clock_map.png
Bar = 20 µm.
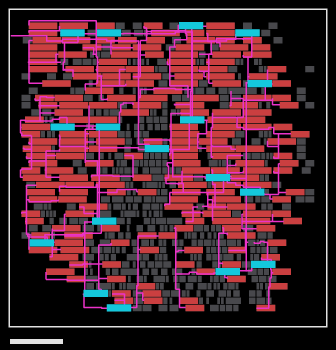
metal_stack.png
Bar = 20 µm. Two of the layers only.
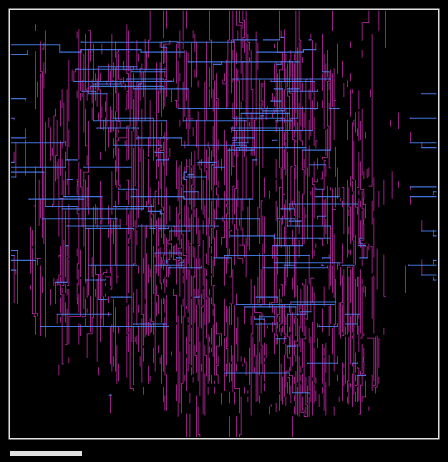
final_clocks.png
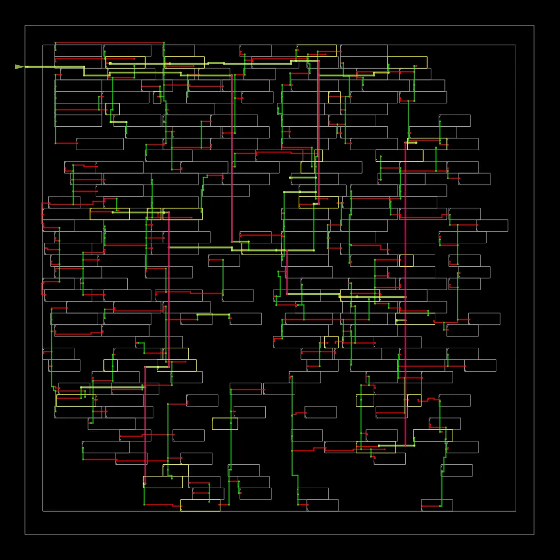
cell_classes.png
Fill, decap, tap and diode cells in gray.
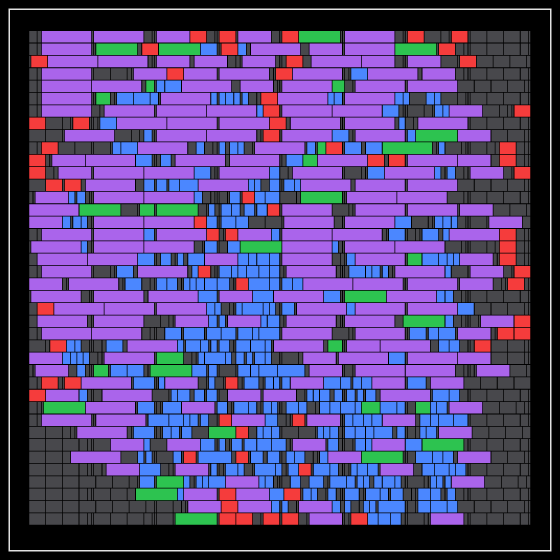
registers.png
Bar = 20 µm.
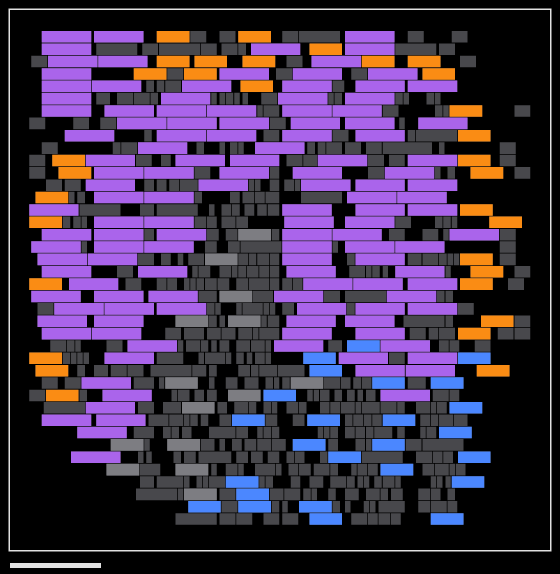
Design sys_array_result_display, sky130hd; sources not shown.
==> results.cfg <==
; yosys + openroad results
[outcome]
status = finished clean

[timing]
fin_crit_ns = 2.55
worst_slew_pin_slew_ns = 0.810
final-hold-violation-count = 0

[synthesis]
syn-mean-instance-area_um2 = 13.3
ys_ff = 199
mux_area_frac = 0.00526
fa_ha_area_frac = 0.0181
synthAoiAreaFrac = 0.141
area_leaders = edfxtp_1 (51%), dfxtp_1 (19%), a222oi_1 (4.2%)
synth_cell_type_count = 59

[floorplan]
die_h_um = 119

[route]
drt-met1-wl_um = 6570
met3_length_um = 1410
ant_nets = 0

[finish]
drive_above_1_share = 0.0952
fillers = 748
inverters = 11
final_nets = 652
comb_area_frac = 0.243

[critical_path]
cp.required_ns = 2.01
r2r_cells = 5
crit_chain = clkdlybuf4s50_1
start_kind = flop
cp.depth = 1
path_class = flop to primary output

[pwr]
p_leak_nw = 2.86
finalPower_mw = 5.74

[global_routing]
use_met2 = 0.408
grt_pass1_vias = 4910
met3_usage = 0.0589

[clocking]
clkTransAtPathRegs_ns = 0.07
-- clock_map.png (at the start) --
cyan -> cells driving clock nets  # count 17
magenta -> clock wires  # length 2050 µm
red -> flip-flops  # count 199
flops lie = spread over the die
power share of the clock group: 0.428
clock latency on the worst-skew pair: 0.44 ns
Clk. pwr: 2.46 mW

-- metal_stack.png (at the start) --
blue -> met3  # wire length 1410 µm
magenta -> met2  # wire length 8720 µm
final WL: 17100 µm
gr usage total: 0.256
wire per inst: 21.7 µm
routed vias: 5125

-- final_clocks.png (at the start) --
Num Clock Sinks: 199
clock buf count: 17
CTS Buf Count: 17
Flops: 199

-- cell_classes.png (at the start) --
red -> other buffers and delay cells  # cells 67
purple -> flops  # cells 199
green -> clock drivers and dummy loads  # cells 32
blue -> all other logic  # cells 343
total core area: 0.0120 mm²
Row Count: 40

-- registers.png (at the start) --
orange -> disp_data  # flops 32
blue -> dwell_r  # flops 25
purple -> buf_r  # flops 128
not colored = 14
P_seq: 3.18 mW
sequential share of cell area: 0.593
register area: 0.00527 mm²
utilization after layout: 0.739

==> metrics by stage <==
stage / setup slack [ns] / hold slack [ns] / cell area (µm²)
global route: 0.146 / 0.469 / 8880
floorplan: 0.887 / 0.382 / 7610
global placement: 0.245 / 0.406 / 8290
finish: 0.202 / 0.430 / 8880
CTS: 0.182 / 0.425 / 8880
detailed placement: 0.146 / 0.411 / 8290
==> report_power, final <==
part	total [mW]	internal, mW	switching (mW)	leakage, nW
sequential	3.18	3.18	0.00478	1.72
combinational	0.102	0.0326	0.0693	0.845
clock	2.46	1.29	1.17	0.288
total	5.74	4.50	1.25	2.86
Power and IR drop assume default switching activity.
